`src/rtl/lcd_bus_pkg.sv`:
```
// Shared definitions for the character-LCD write bus: transfer classes,
// DDRAM address map, blank character and receiver FSM encoding.
package lcd_bus_pkg;

  // Classes of accepted transfers as reported on CMD_CODE.
  localparam logic [3:0] CMD_NONE    = 4'd0;
  localparam logic [3:0] CMD_CLEAR   = 4'd1;
  localparam logic [3:0] CMD_HOME    = 4'd2;
  localparam logic [3:0] CMD_ENTRY   = 4'd3;
  localparam logic [3:0] CMD_DISPCTL = 4'd4;
  localparam logic [3:0] CMD_SHIFT   = 4'd5;
  localparam logic [3:0] CMD_FUNC    = 4'd6;
  localparam logic [3:0] CMD_CGRAM   = 4'd7;
  localparam logic [3:0] CMD_DDRAM   = 4'd8;
  localparam logic [3:0] CMD_DATA    = 4'd9;
  localparam logic [3:0] CMD_NOP     = 4'd15;

  // DDRAM layout: two visible lines of 16 starting at 0x00 and 0x40,
  // each line's address space wrapping at 0x27 / 0x67.
  localparam logic [6:0] LINE1_BASE   = 7'h00;
  localparam logic [6:0] LINE2_BASE   = 7'h40;
  localparam logic [6:0] LINE1_LAST   = 7'h27;
  localparam logic [6:0] LINE2_LAST   = 7'h67;
  localparam int         LINE_LEN     = 16;
  localparam int         SHADOW_DEPTH = 2 * LINE_LEN;
  localparam logic [7:0] BLANK        = 8'h20;

  typedef enum logic [1:0] {
    ST_IDLE  = 2'd0,
    ST_CLEAR = 2'd1,
    ST_BUSYW = 2'd2
  } lcd_state_e;

  // Busy period requested by the transfer committed in the previous cycle.
  typedef enum logic [1:0] {
    START_NONE  = 2'd0,
    START_SHORT = 2'd1,
    START_LONG  = 2'd2,
    START_CLEAR = 2'd3
  } start_e;

  // Maps a DDRAM address to {visible, shadow index}; only the first 16
  // addresses of each line are backed by the shadow.
  function automatic logic [5:0] ac_to_index(input logic [6:0] ac);
    logic [5:0] r;
    r = 6'd0;
    if (ac[6:4] == LINE1_BASE[6:4]) begin
      r = {1'b1, 1'b0, ac[3:0]};
    end else if (ac[6:4] == LINE2_BASE[6:4]) begin
      r = {1'b1, 1'b1, ac[3:0]};
    end
    return r;
  endfunction

endpackage

```
`src/rtl/lcd_ac_step.sv`:
```
// Next DDRAM address after a data access, following HD44780 line wrapping.
module lcd_ac_step
  import lcd_bus_pkg::*;
(
  input  logic [6:0] ac,
  input  logic       inc,
  output logic [6:0] ac_next
);

  // Wrap between the two lines at their ends; anything else steps by one.
  always_comb begin
    ac_next = ac;
    if (inc) begin
      if (ac == LINE1_LAST)      ac_next = LINE2_BASE;
      else if (ac == LINE2_LAST) ac_next = LINE1_BASE;
      else                       ac_next = ac + 7'd1;
    end else begin
      if (ac == LINE1_BASE)      ac_next = LINE2_LAST;
      else if (ac == LINE2_BASE) ac_next = LINE1_LAST;
      else                       ac_next = ac - 7'd1;
    end
  end

endmodule

```
`src/rtl/lcd_bus_receiver.sv`:
```
// Responder for the character-LCD write bus: decodes instructions and data,
// keeps a 2x16 DDRAM shadow, address counter, display-on bit and busy flag.
//
// Bus protocol: the master sets RS/RW/DATA and holds LCD_E high for at least
// 3 CLK; the transfer is taken on the falling edge of E (seen 3 CLK after the
// raw fall). There is no ready: a transfer that lands while BUSY is high is
// dropped and recorded in the sticky OVERRUN flag.
module lcd_bus_receiver
  import lcd_bus_pkg::*;
#(
  parameter int BUSY_CYCLES  = 2000,
  parameter int CLEAR_CYCLES = 76500
) (
  input  logic       CLK,
  input  logic       RESETN,
  input  logic       LCD_E,
  input  logic       LCD_RS,
  input  logic       LCD_RW,
  input  logic [7:0] LCD_DATA,
  input  logic [4:0] RD_ADDR,
  output logic [7:0] RD_DATA,
  output logic [6:0] AC,
  output logic       DISP_ON,
  output logic       BUSY,
  output logic       CMD_VALID,
  output logic [3:0] CMD_CODE,
  output logic       OVERRUN,
  output lcd_state_e DBG_STATE
);

  localparam int CNT_MAX    = (CLEAR_CYCLES > BUSY_CYCLES) ? CLEAR_CYCLES : BUSY_CYCLES;
  localparam int CNT_W      = $clog2(CNT_MAX + 1);
  localparam int CLEAR_TAIL = CLEAR_CYCLES - SHADOW_DEPTH;

  logic [1:0] e_sync_q, rs_sync_q, rw_sync_q;
  logic [7:0] data_s1_q, data_s2_q;
  logic       e_prev_q;
  logic       cap_rs_q, cap_rs_d, cap_rw_q, cap_rw_d;
  logic [7:0] cap_data_q, cap_data_d;
  lcd_state_e state_q, state_d;
  start_e     start_q, start_d;
  logic [CNT_W-1:0] cnt_q, cnt_d;
  logic [6:0] ac_q, ac_d, ac_stepped;
  logic       id_q, id_d, disp_on_q, disp_on_d;
  logic       cmd_valid_q, cmd_valid_d, overrun_q, overrun_d;
  logic [3:0] cmd_code_q, cmd_code_d;
  logic [7:0] rd_data_q, rd_data_d;
  logic [7:0] shadow_q [SHADOW_DEPTH];
  logic [7:0] shadow_d [SHADOW_DEPTH];
  logic [5:0] ac_map;
  logic       e_fall, busy_now;

  lcd_ac_step u_ac_step (.ac(ac_q), .inc(id_q), .ac_next(ac_stepped));

  // Two-flop synchronizers for the asynchronous bus, plus E edge history.
  always_ff @(posedge CLK or negedge RESETN) begin
    if (!RESETN) begin
      e_sync_q  <= '0;
      rs_sync_q <= '0;
      rw_sync_q <= '0;
      data_s1_q <= '0;
      data_s2_q <= '0;
      e_prev_q  <= 1'b0;
    end else begin
      e_sync_q  <= {e_sync_q[0], LCD_E};
      rs_sync_q <= {rs_sync_q[0], LCD_RS};
      rw_sync_q <= {rw_sync_q[0], LCD_RW};
      data_s1_q <= LCD_DATA;
      data_s2_q <= data_s1_q;
      e_prev_q  <= e_sync_q[1];
    end
  end

  assign e_fall   = e_prev_q & ~e_sync_q[1];
  assign busy_now = (state_q != ST_IDLE) || (start_q != START_NONE);
  assign ac_map   = ac_to_index(ac_q);

  // Capture, decode and commit transfers; run the clear / busy FSM.
  always_comb begin
    cap_rs_d    = cap_rs_q;
    cap_rw_d    = cap_rw_q;
    cap_data_d  = cap_data_q;
    state_d     = state_q;
    start_d     = START_NONE;
    cnt_d       = cnt_q;
    ac_d        = ac_q;
    id_d        = id_q;
    disp_on_d   = disp_on_q;
    cmd_valid_d = 1'b0;
    cmd_code_d  = cmd_code_q;
    overrun_d   = overrun_q;
    shadow_d    = shadow_q;
    rd_data_d   = shadow_q[RD_ADDR];

    if (e_sync_q[1]) begin
      cap_rs_d   = rs_sync_q[1];
      cap_rw_d   = rw_sync_q[1];
      cap_data_d = data_s2_q;
    end

    if (e_fall && !cap_rw_q) begin
      if (busy_now) begin
        overrun_d = 1'b1;
      end else begin
        cmd_valid_d = 1'b1;
        start_d     = START_SHORT;
        if (cap_rs_q) begin
          cmd_code_d = CMD_DATA;
          if (ac_map[5]) shadow_d[ac_map[4:0]] = cap_data_q;
          ac_d = ac_stepped;
        end else begin
          casez (cap_data_q)
            8'b1???????: begin cmd_code_d = CMD_DDRAM; ac_d = cap_data_q[6:0]; end
            8'b01??????: cmd_code_d = CMD_CGRAM;
            8'b001?????: cmd_code_d = CMD_FUNC;
            8'b0001????: cmd_code_d = CMD_SHIFT;
            8'b00001???: begin cmd_code_d = CMD_DISPCTL; disp_on_d = cap_data_q[2]; end
            8'b000001??: begin cmd_code_d = CMD_ENTRY; id_d = cap_data_q[1]; end
            8'b0000001?: begin cmd_code_d = CMD_HOME; ac_d = LINE1_BASE; start_d = START_LONG; end
            8'b00000001: begin
              cmd_code_d = CMD_CLEAR;
              ac_d       = LINE1_BASE;
              id_d       = 1'b1;
              start_d    = START_CLEAR;
            end
            default:     begin cmd_code_d = CMD_NOP; start_d = START_NONE; end
          endcase
        end
      end
    end

    case (state_q)
      ST_IDLE: begin
        case (start_q)
          START_SHORT: begin state_d = ST_BUSYW; cnt_d = CNT_W'(BUSY_CYCLES - 1); end
          START_LONG:  begin state_d = ST_BUSYW; cnt_d = CNT_W'(CLEAR_CYCLES - 1); end
          START_CLEAR: begin state_d = ST_CLEAR; cnt_d = '0; end
          default:     ;
        endcase
      end
      ST_CLEAR: begin
        shadow_d[cnt_q[4:0]] = BLANK;
        if (cnt_q[4:0] == 5'd31) begin
          if (CLEAR_TAIL == 0) begin
            state_d = ST_IDLE;
          end else begin
            state_d = ST_BUSYW;
            cnt_d   = CNT_W'(CLEAR_TAIL - 1);
          end
        end else begin
          cnt_d = cnt_q + CNT_W'(1);
        end
      end
      ST_BUSYW: begin
        if (cnt_q == '0) state_d = ST_IDLE;
        else             cnt_d   = cnt_q - CNT_W'(1);
      end
      default: state_d = ST_IDLE;
    endcase
  end

  // State registers; reset blanks the shadow and aborts any clear or busy count.
  always_ff @(posedge CLK or negedge RESETN) begin
    if (!RESETN) begin
      cap_rs_q    <= 1'b0;
      cap_rw_q    <= 1'b0;
      cap_data_q  <= '0;
      state_q     <= ST_IDLE;
      start_q     <= START_NONE;
      cnt_q       <= '0;
      ac_q        <= LINE1_BASE;
      id_q        <= 1'b1;
      disp_on_q   <= 1'b0;
      cmd_valid_q <= 1'b0;
      cmd_code_q  <= CMD_NONE;
      overrun_q   <= 1'b0;
      rd_data_q   <= BLANK;
      for (int i = 0; i < SHADOW_DEPTH; i++) shadow_q[i] <= BLANK;
    end else begin
      cap_rs_q    <= cap_rs_d;
      cap_rw_q    <= cap_rw_d;
      cap_data_q  <= cap_data_d;
      state_q     <= state_d;
      start_q     <= start_d;
      cnt_q       <= cnt_d;
      ac_q        <= ac_d;
      id_q        <= id_d;
      disp_on_q   <= disp_on_d;
      cmd_valid_q <= cmd_valid_d;
      cmd_code_q  <= cmd_code_d;
      overrun_q   <= overrun_d;
      rd_data_q   <= rd_data_d;
      for (int i = 0; i < SHADOW_DEPTH; i++) shadow_q[i] <= shadow_d[i];
    end
  end

  assign RD_DATA   = rd_data_q;
  assign AC        = ac_q;
  assign DISP_ON   = disp_on_q;
  assign BUSY      = (state_q != ST_IDLE);
  assign CMD_VALID = cmd_valid_q;
  assign CMD_CODE  = cmd_code_q;
  assign OVERRUN   = overrun_q;
  assign DBG_STATE = state_q;

endmodule

```
`config.mk`:
```
export PLATFORM = sky130hd
export DESIGN_NAME = lcd_bus_receiver
export DESIGN_NICKNAME = d
export VERILOG_FILES = /design/src/rtl/lcd_bus_pkg.sv /design/src/rtl/lcd_ac_step.sv /design/src/rtl/lcd_bus_receiver.sv
export SDC_FILE = /design/constraint.sdc
export NUM_CORES = 1
export LEC_CHECK = 0
export CORE_MARGIN = 3
export CORE_UTILIZATION = 50
export CTS_BUF_LIST = sky130_fd_sc_hd__clkbuf_8
export DETAILED_ROUTE_END_ITERATION = 8
export GPL_TIMING_DRIVEN = 0
export PLACE_DENSITY = 0.67
export SYNTH_ARGS = -nofsm -noshare
export SYNTH_HDL_FRONTEND = slang
export SYNTH_SLANG_ARGS = --single-unit
```
`constraint.sdc`:
```
create_clock -name CLK -period 2.6 [get_ports CLK]
set_input_delay 0.52 -clock CLK [delete_from_list [all_inputs] [get_ports CLK]]
set_output_delay 0.52 -clock CLK [all_outputs]
set_load 0.1 [all_outputs]
```
Fig. 1: run 1, signal metal coverage by tile
38 x 38 tiles, from dark blue (low) to red (high), scaled to the fullest tile. Values are wire area over tile area, all layers added.
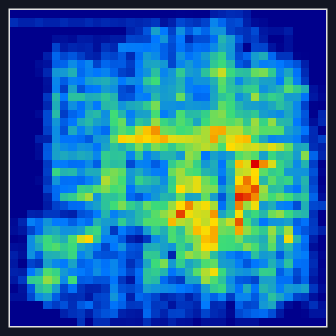
tiles over half the peak = 15%
mean over tiles = 0.24
nearly empty tiles = 15%
fullest tile = 0.87
emptiest ninth of the die = upper left

Fig. 2: run 1, clock routing
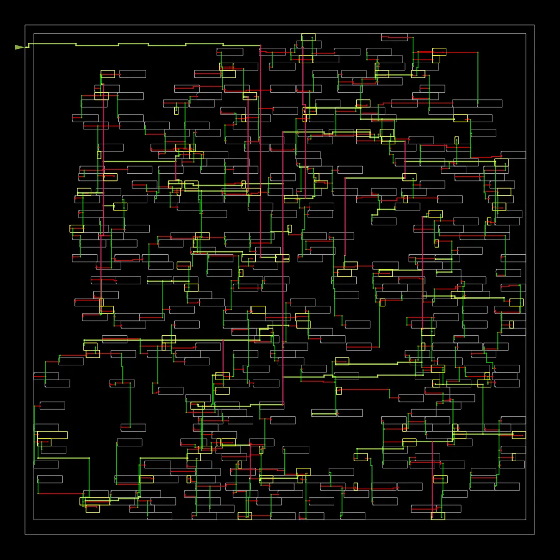
clock latency on the worst-skew pair: 640 ps
clock sinks: 333
Flop Count: 333
clk pwr: 4.93 mW
# clk buffers: 72

==> results_dict.tcl, run 1 <==
# implementation run metrics
set metrics [dict create \
    status "complete, but fails checks" \
    violations "negative setup slack" \
    setup_ws_ps -40.77 \
    yosys-stat-area_um2 16580 \
    comb_area_um2 7968 \
    hold_class "in -> reg" \
    ys_seq_share_pct 50.51 \
    grt_setup_unrepaired "true" \
    fillCellCount 2758 \
    firstDrtPassIters 8 \
    largest_reg_flops 256 \
    irDropWorstVdd_uv 710.5 \
    preCtsSetupSlack_ps -567.0 \
    tightest_slew_ps 1055 \
    grt_max_degree 121 \
    ys.flops 333 \
    power_leader "sequential cells" \
    antennaDiodeCount 0 \
    synthXorXnorAreaFrac_pct 0.7923 \
    drt-met1-wl_um 20540 \
    required_ps 3060 \
    yosysWarnings 0 \
    async_flop_share_pct 100.0 \
    simple_gate_area_share_pct 18.81 \
    final_cell_mix "nand2_1 (468), dfrtp_1 (297), a21oi_1 (221)" \
    clockBufferDepth 3 \
    hpwl_um 35040 \
    cts_root_buf "clkbuf_8" \
    drt_iter0_drc 1697 \
    synth_area_um2 16580 \
    cts_hold_buf 1 \
    endpoint "shadow_q[52]$_DFF_PN0_" \
    core-area_um2 32620 \
    r2r_cells 6 \
    grtUsageMet3_pct 7.628 \
    hp-start "LCD_DATA[5]" \
    top_regs "shadow_q (256), cnt_q (17)" \
    busiest_layer "met2" \
    ios 43 \
    syn_to_final_growth_pct 15.27 \
    min_period_over_period_pct 101.6 \
    synth_nets 1706 \
    finClkSkew_ps 28.43 \
    final_cell_area_um2 19110 \
    lay_top_count "nand2_1" \
    vias 13590 \
    area_share_nonclk_buffers_pct 4.962 \
    regArea_um2 8378 \
    ys_sh_aoi_pct 12.06 \
    antenna_left 0 \
    cts_resized 47 \
    wl_per_cell_um 22.38 \
    nMultiInputCombCells 1222 \
    gr-total-overflow 0 \
    relSlewSlack_pct 29.13 \
    drv_cap 0 \
    grtUsageMet2_pct 44.00 \
    edf_count 0 \
    p_switching_mw 5.015 \
    path_max_fanout 9 \
    ys_sh_mux_pct 13.52 \
    regToRegStartpoint "DBG_STATE[1]$_DFFE_PN0P_" \
    rrSetupSlack_ps -40 \
    grt_antenna_before_repair 1 \
    min_path_cells 1 \
    clockNetworkAreaShare_pct 6.252 \
    synth.logic.top_family "simple AND/OR/NAND/NOR gates" \
    synthDistinctLibCells 66 \
    adder_share_pct 1.207 \
    syn-instance-count 1672 \
    p_clk_share_pct 35.1 \
    cts_tree "done" \
    portBuffers 37 \
    yosysCellCount 1672 \
    fp_util_pct 50.83 \
    setup_viol 8 \
    regMostFlops "shadow_q" \
    intPower_mw 9.040 \
    start_kind "flop" \
    seq_power_share_pct 40.4 \
    arrival_ps 3100 \
    highest_layer "met5" \
    whs_ps 329.4 \
    critPathKind "reg -> reg" \
    buffers 146 \
    layout-drive-gt1-share_pct 18.38 \
    top_area_cell_class "flip-flops and latches" \
    place.gp.congestion 0.9246 \
    grt_use_total_pct 28.79 \
    dr_wl_met3_um 4836 \
    fmax_mhz 378.7 \
    fp.dieH_um 188.1 \
    seq_power_mw 5.68 \
    post-route-util_pct 58.60 \
    min_period_ps 2641 \
    grt_pass1_vias 13260 \
    combPwrFrac_pct 24.5 \
    clkTransAtPathRegs_ps 60 \
    num_rows 66 \
    crit_path_end_kind "flop" \
    seq_area_share_pct 43.83 \
    post_cts_buffers 6 \
    taps 442 \
    finalPower_mw 14.05 \
    die-area_um2 35380 \
]
Fig. 3: run 1, cells coloured by class
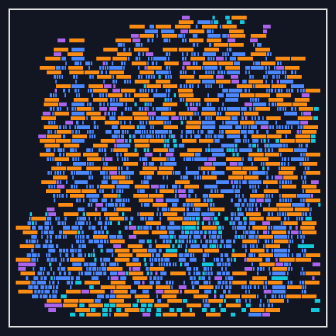
other buffers and delay cells -> cyan  # cells 146
combinational and other logic -> blue  # cells 1241
flops -> orange  # cells 333
clock drivers and dummy loads -> purple  # cells 108

-- run 1: Yosys cell counts (4+ instances only) --
master | instances | area [um2]
mux4_2 | 80 | 1802
a31oi_1 | 8 | 50.05
a221o_1 | 4 | 40.04
and3_1 | 9 | 56.30
nand4_1 | 9 | 56.30
nor3_1 | 26 | 130.1
clkbuf_1 | 59 | 221.5
nor2_2 | 10 | 62.56
inv_1 | 19 | 71.32
a211o_1 | 30 | 262.8
nor2_1 | 116 | 435.4
nand2b_1 | 6 | 37.54
a22o_1 | 4 | 35.03
mux2i_1 | 26 | 260.3
ha_1 | 16 | 200.2
buf_2 | 20 | 100.1
a21oi_1 | 221 | 1106
dfstp_2 | 34 | 893.4
a221oi_1 | 4 | 35.03
buf_1 | 9 | 33.78
dfrtp_1 | 299 | 7482
nor2b_1 | 4 | 25.02
o31ai_1 | 5 | 37.54
nor4_1 | 5 | 31.28
mux2_2 | 16 | 180.2
o21ai_0 | 39 | 195.2
o22ai_1 | 4 | 25.02
nand2_1 | 482 | 1809
nand3_1 | 19 | 95.09
or3_1 | 6 | 37.54
xnor2_1 | 12 | 105.1
nor3_2 | 5 | 50.05
buf_4 | 7 | 52.55
nor2_4 | 7 | 78.83
-- run 1: worst max-delay path, cell delays in order (launching register included) --
cell and delay [ps]:
dfrtp_2 420, inv_1 100, ha_1 140, clkbuf_1 220, nand2_1 510, nor3_1 990
a21oi_1 100
-- run 1: metrics by stage --
step / TNS [ps] / instances
final: -163.3 / 2270
after global routing: -2686 / 2270
after CTS: -93.61 / 2268
after detailed placement: -72400 / 2153
after global placement: -4411630 / 2151
after floorplan: 0 / 1672
Fig. 4: run 1, clock wires, drivers and flops
Scale bar: 50 um.
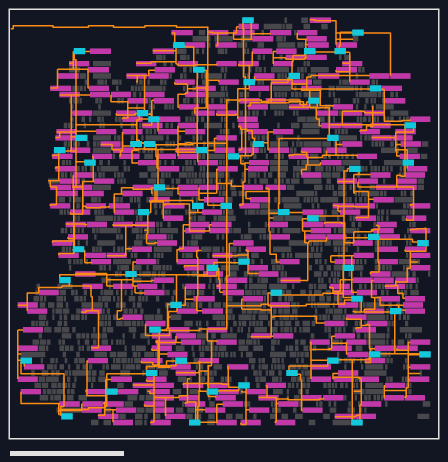

==> inputs of run 2 (changes only) <==
ABC_CLOCK_PERIOD_IN_PS = 2850   (was default)
clock period = 2.85 ns   (was 2.6 ns; I/O delays follow)
Fig. 5: run 2, clock wires, drivers and flops
Scale bar: 50 um.
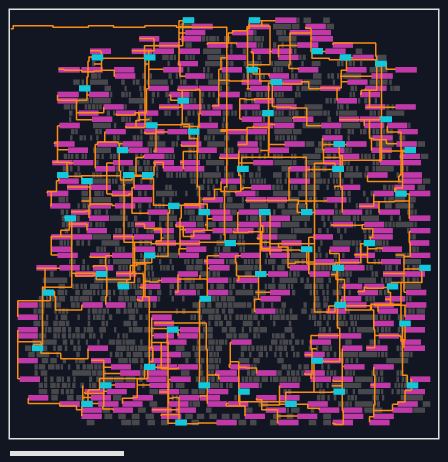
clock wires -> orange  # length 4740 um
clock drivers -> cyan  # count 56
flip-flops -> magenta  # count 333
routed clock nets = 57
post-route clock skew: 42.22 ps
clock latency on the worst-skew pair: 630 ps
clk pwr: 4.61 mW
Clock Power Share: 35.6%

==> run 2 against run 1 <==
Effect of this change: the flow now finishes without violations; total power decreased by 7.8%; critical endpoint is now AC[6]; flip-flop count unchanged; sequential share of layout area is 0.42 points higher; routed wire length is 1.1% lower; clock power fell by 6.5%; critical path depth down 5; highest routed layer is now met4.
==> results_dict.tcl, run 2 <==
# implementation run metrics
set metrics [dict create \
    grt_max_degree 106 \
    maxSlewViolCount 0 \
    synth_nets 1706 \
    drv_cap 0 \
    min_period_ps 2800 \
    dr_wl_met3_um 4201 \
    cts_buffers 56 \
    cts_max_level 2 \
    yosysWarnings 0 \
    whs_ps 344.0 \
    synthDistinctLibCells 66 \
    crit_path_cell_trace "clkdlybuf4s50_1" \
    wirelength_um 50270 \
    place.gp.congestion 0.9322 \
    vias 13430 \
    grtUsageMet3_pct 6.655 \
    drc 0 \
    seq_power_mw 5.18 \
    synth_area_um2 16580 \
    core-area_um2 32620 \
    drt-met1-wl_um 20680 \
    ys_seq_share_pct 50.51 \
    yosysCellCount 1672 \
    async_flop_share_pct 100.0 \
    regMostFlops "shadow_q" \
    syn_to_final_growth_pct 14.15 \
    fin_cells 2262 \
    cts_root_buf "clkbuf_8" \
    met1_usage_pct 39.11 \
    nets 1811 \
    p_switching_mw 4.508 \
    placed_cell_area_um2 17590 \
    layout-drive-gt1-share_pct 16.65 \
    top_area_cell "dfrtp_1" \
    viasPerCell 5.936 \
    p_leak_nw 8.061 \
    relSlewSlack_pct 22.21 \
    portBuffers 37 \
    powerComb_mw 3.17 \
    tightest_slew_ps 1157 \
    syn-instance-count 1672 \
    firstDrtPassIters 6 \
    topCellsByArea "dfrtp_1 (45%), nand2_1 (11%), mux4_2 (11%)" \
    status "completed" \
    grt_antenna_before_repair 0 \
    antennaDiodeCount 0 \
    final_cell_mix "nand2_1 (482), dfrtp_1 (299), a21oi_1 (221)" \
    cp_num_buf_inv 1 \
    ios 43 \
    top_regs "shadow_q (256), cnt_q (17)" \
    yosys-stat-area_um2 16580 \
    gr-total-overflow 0 \
    fp.dieH_um 188.1 \
    report.final.hold_viol_count 0 \
    required_ps 2280 \
    clockBufferDepth 3 \
    antenna_left 0 \
    finalPower_mw 12.96 \
    fmax_mhz 357.1 \
    grt_pass1_wl_um 78320 \
    crit_path_end_kind "output port" \
    intPower_mw 8.452 \
    arrival_ps 2230 \
    fp.dieW_um 188.1 \
    die-area_um2 35380 \
    edf_count 0 \
    path_max_fanout 4 \
    busiest_layer "met2" \
    syn_avg_cell_area_um2 9.917 \
    cts_sinks 333 \
    combPwrFrac_pct 24.4 \
    grtUsageMet2_pct 44.86 \
    grt_setup_unrepaired "false" \
    hpwl_um 34950 \
    crit_family "buffers and inverters" \
    p_sw_share_pct 34.78 \
    tool_warnings 40 \
    largest_reg_flops 256 \
    synth_largest_type_area_fraction_pct 45.13 \
    irDropWorstVdd_uv 672.8 \
    flop_cell "dfrtp_1" \
    drt_iter0_drc 1458 \
    highest_layer "met4" \
    dp_cells 2154 \
    cts_tree "done" \
    wl_per_cell_um 22.22 \
    power_leader "sequential cells" \
    setup_viol 0 \
    power_density_nw_per_um2 684.7 \
    ys.flops 333 \
    hold_class "reg -> reg" \
    cp_slowest_stage_delay_ps 1170 \
    min_period_over_period_pct 98.26 \
    grt_use_total_pct 28.62 \
    start_kind "flop" \
    final.setup.tns_ps 0 \
    clkTransAtPathRegs_ps 60 \
    fp_util_pct 50.83 \
    num_rows 66 \
    synthTopCellsByCount "nand2_1 (482), dfrtp_1 (299), a21oi_1 (221), nor2_1 (116), mux4_2 (80)" \
    critPathKind "reg -> out" \
    lay_top_count "nand2_1" \
    dr_wl_met2_um 23510 \
    final_cell_area_um2 18930 \
    seq_power_share_pct 40.0 \
    cp_slowest_cell "clkdlybuf4s50_1" \
    grt_pass1_vias 13550 \
    synth_top_cell_by_count "nand2_1" \
]
## run 2: cell counts after synthesis
No cell type changed its count.
## run 2: what timing repair did
item,CTS,global route
buffers inserted,4,2
hold buffers,1,0
pin swaps,1,2
setup endpoints to repair,189,52
hold endpoints to repair,60,0
resized,13,9
## run 2: final cells by class
cell class / count / area (um2)
fill: 2819 / 13690
sequential: 333 / 8376
multi-input combinational: 1222 / 7752
clock buffer: 75 / 1032
tap: 442 / 553.0
timing repair buffer: 47 / 513.0
buffer: 98 / 441.7
clock inverter: 26 / 187.7
inverter: 19 / 71.32
## run 2: metrics by stage
step | util [%] | setup slack [ps]
after floorplan | - | 181.6
after global placement | 53.66 | -13300
after detailed placement | 53.93 | -387.9
after CTS | 57.86 | 10.34
after global routing | 58.02 | 3.769
final | 58.02 | 49.71
## run 2: cells by family after synthesis
family                   synth area share (%)
XOR/XNOR                               0.7924
AND-OR/OR-AND                           12.06
adder cells (fa/ha/maj)                 1.207
flip-flops                              50.51
multiplexers                            13.52
AND/OR/NAND/NOR                         18.81
buffers and inverters                   3.094
## run 2: path summary, 6_finish.rpt
kind | start | to | slack, ps | depth (start not counted)
worst max-delay path | AC[6]$_DFFE_PN0P_ | AC[6] | 50 | 1
worst min-delay path | data_s1_q[7]$_DFF_PN0_ | data_s2_q[7]$_DFF_PN0_ | 340 | 0
worst max register to register | DBG_STATE[0]$_DFFE_PN0P_ | shadow_q[5]$_DFF_PN1_ | 120 | 9
worst min register to register | data_s1_q[7]$_DFF_PN0_ | data_s2_q[7]$_DFF_PN0_ | 340 | 0
max in group asynchronous | RESETN | shadow_q[4]$_DFF_PN0_ | 1350 | 3
min in group asynchronous | RESETN | shadow_q[223]$_DFF_PN0_ | 500 | 2
Fig. 6: run 2, clock routing
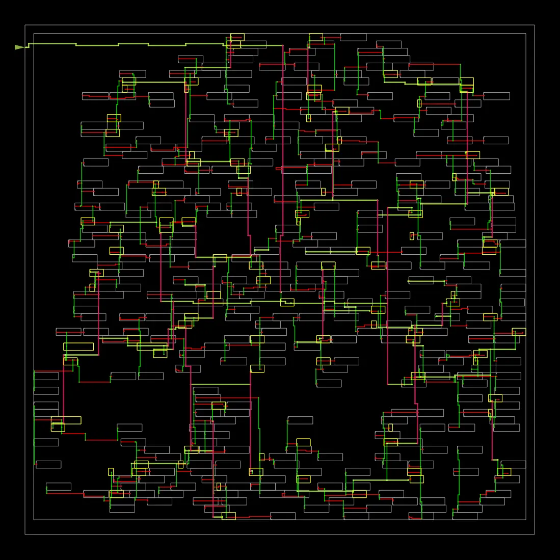

==> inputs of run 3 (changes only) <==
CAP_MARGIN = 25   (was default)
Fig. 7: run 3, clock routing
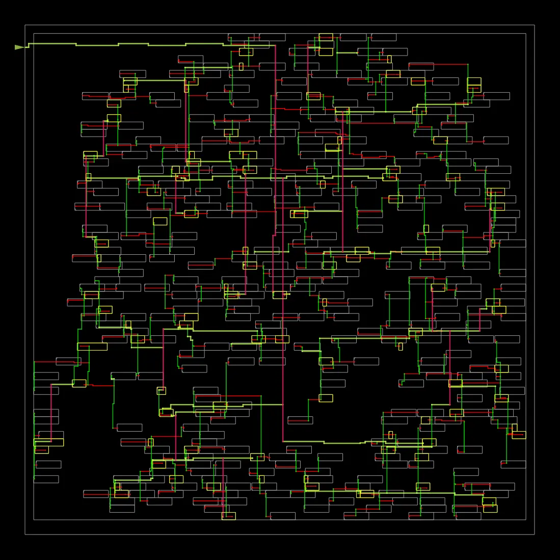
clock latency on the worst-skew pair: 650 ps
# clk buffers: 78
total clock buffers created by CTS: 57
post-route clock skew: 22.39 ps

==> run 3 against run 2 <==
Effect of this change: hold slack improved by 1.3 ps; global-route usage increased by 0.13 points; final cell count rose by 0.49%; utilization grew 0.15 points; register-to-register slack lost 30 ps; largest cell class unchanged; cell area increased by 0.26%; setup slack improved by 33 ps; non-clock buffer count increased by 4; via count up 0.93%; sequential share of layout area shrank 0.11 points; die size stayed put; fmax increased by 1.2%.
==> results_dict.tcl, run 3 <==
# implementation run metrics
set metrics [dict create \
    whs_ps 345.2 \
    top_regs "shadow_q (256), cnt_q (17)" \
    critPathKind "reg -> out" \
    p_leak_nw 8.088 \
    vias 13550 \
    required_ps 2280 \
    num_rows 66 \
    drt-met1-wl_um 20360 \
    viasPerCell 5.963 \
    adder_share_pct 1.207 \
    wirelength_um 50650 \
    cts_root_buf "clkbuf_8" \
    synthTopCellsByCount "nand2_1 (482), dfrtp_1 (299), a21oi_1 (221), nor2_1 (116), mux4_2 (80)" \
    met1_usage_pct 38.54 \
    cp_num_buf_inv 1 \
    power_density_nw_per_um2 687.4 \
    layout-drive-gt1-share_pct 16.99 \
    busiest_layer "met2" \
    grtUsageMet2_pct 45.00 \
    simple_gate_area_share_pct 18.81 \
    synth.logic.top_family "simple AND/OR/NAND/NOR gates" \
    comb_area_um2 7732 \
    crit_path_end_kind "output port" \
    synth_largest_type_area_fraction_pct 45.13 \
    fillCellCount 2820 \
    cts_tree "done" \
    top_area_cell "dfrtp_1" \
    highest_layer "met4" \
    firstDrtPassIters 6 \
    regMostFlops "shadow_q" \
    portBuffers 37 \
    lay_top_count "nand2_1" \
    synth_nets 1706 \
    irDropWorstVdd_uv 514.9 \
    cp_slowest_cell "clkdlybuf4s50_1" \
    report.final.hold_viol_count 0 \
    flop_cell "dfrtp_1" \
    yosysCellCount 1672 \
    dr_wl_met3_um 4633 \
    setup_viol 0 \
    cts_max_level 2 \
    grt_antenna_before_repair 0 \
    synthXorXnorAreaFrac_pct 0.7923 \
    min_period_over_period_pct 97.10 \
    finalPower_mw 13.04 \
    place.gp.congestion 0.9322 \
    largest_reg_flops 256 \
    yosysWarnings 0 \
    synthDistinctLibCells 66 \
    grt_use_total_pct 28.75 \
    final_cell_mix "nand2_1 (480), dfrtp_1 (299), a21oi_1 (221)" \
    drc 0 \
    ios 43 \
    regArea_um2 8376 \
    drv_cap 0 \
    core-area_um2 32620 \
    status "completed" \
    maxSlewViolCount 0 \
    fmax_mhz 361.4 \
    drt_iter0_drc 1514 \
    fp_util_pct 50.83 \
    arrival_ps 2200 \
    antenna_left 0 \
    tool_warnings 40 \
    grt_max_degree 106 \
    start_kind "flop" \
    antennaDiodeCount 0 \
    clockBufferDepth 3 \
    gr-total-overflow 0 \
    edf_count 0 \
    die-area_um2 35380 \
    ys.flops 333 \
    grt_setup_unrepaired "false" \
    tightest_slew_ps 1083 \
    path_max_fanout 4 \
    synth_area_um2 16580 \
    async_flop_share_pct 100.0 \
    wl_per_cell_um 22.28 \
]
[run 3: cell counts after synthesis]
No cell type changed its count.
[run 3: worst paths after layout]
check,cells past startpoint,slack (ps),startpoint,to
max,1,80,DBG_STATE[1]$_DFFE_PN0P_,DBG_STATE[1]
min,0,350,rw_sync_q[0]$_DFF_PN0_,rw_sync_q[1]$_DFF_PN0_
max reg2reg,7,90,DBG_STATE[0]$_DFFE_PN0P_,shadow_q[149]$_DFF_PN1_
min reg2reg,0,350,rw_sync_q[0]$_DFF_PN0_,rw_sync_q[1]$_DFF_PN0_
max in group asynchronous,3,1400,RESETN,shadow_q[8]$_DFF_PN0_
min in group asynchronous,2,470,RESETN,shadow_q[218]$_DFF_PN0_
[run 3: final cells by class]
cell class / count / area share [%]
inverter: 19 / 0.3758
multi-input combinational: 1222 / 40.75
clock buffer: 78 / 5.657
tap: 442 / 2.914
timing repair buffer: 51 / 2.822
sequential: 333 / 44.14
clock inverter: 30 / 1.015
buffer: 98 / 2.328
[run 3: repair_timing]
item | in CTS | in global routing
pin swaps | 1 | 0
hold buffers | 1 | 0
endpoints found under the setup margin | 188 | 11
cloned | 0 | 0
resized | 16 | 5
buffers inserted | 4 | 0
hold endpoints to repair | 60 | 0
[run 3: power by group]
part	internal, mW	switching (mW)	total, mW
Sequential	4.98	0.206	5.18
Clock	2.63	2.09	4.71
Combinational	0.869	2.28	3.15
Total	8.47	4.57	13.0
[run 3: stage by stage]
stage | setup slack [ps] | TNS (ps) | instance area, um2 | std cells
3_3_place_gp | -13300 | -4272210 | 17500 | 2151
6_report | 82.72 | 0 | 18980 | 2273
3_5_place_dp | -417.9 | -16290 | 17600 | 2156
5_1_grt | 0.4012 | 0 | 18980 | 2273
2_1_floorplan | 181.6 | 0 | 16580 | 1672
4_1_cts | 24.02 | 0 | 18930 | 2269
Power figures rest on the tool's default switching activity, not on a simulated workload.
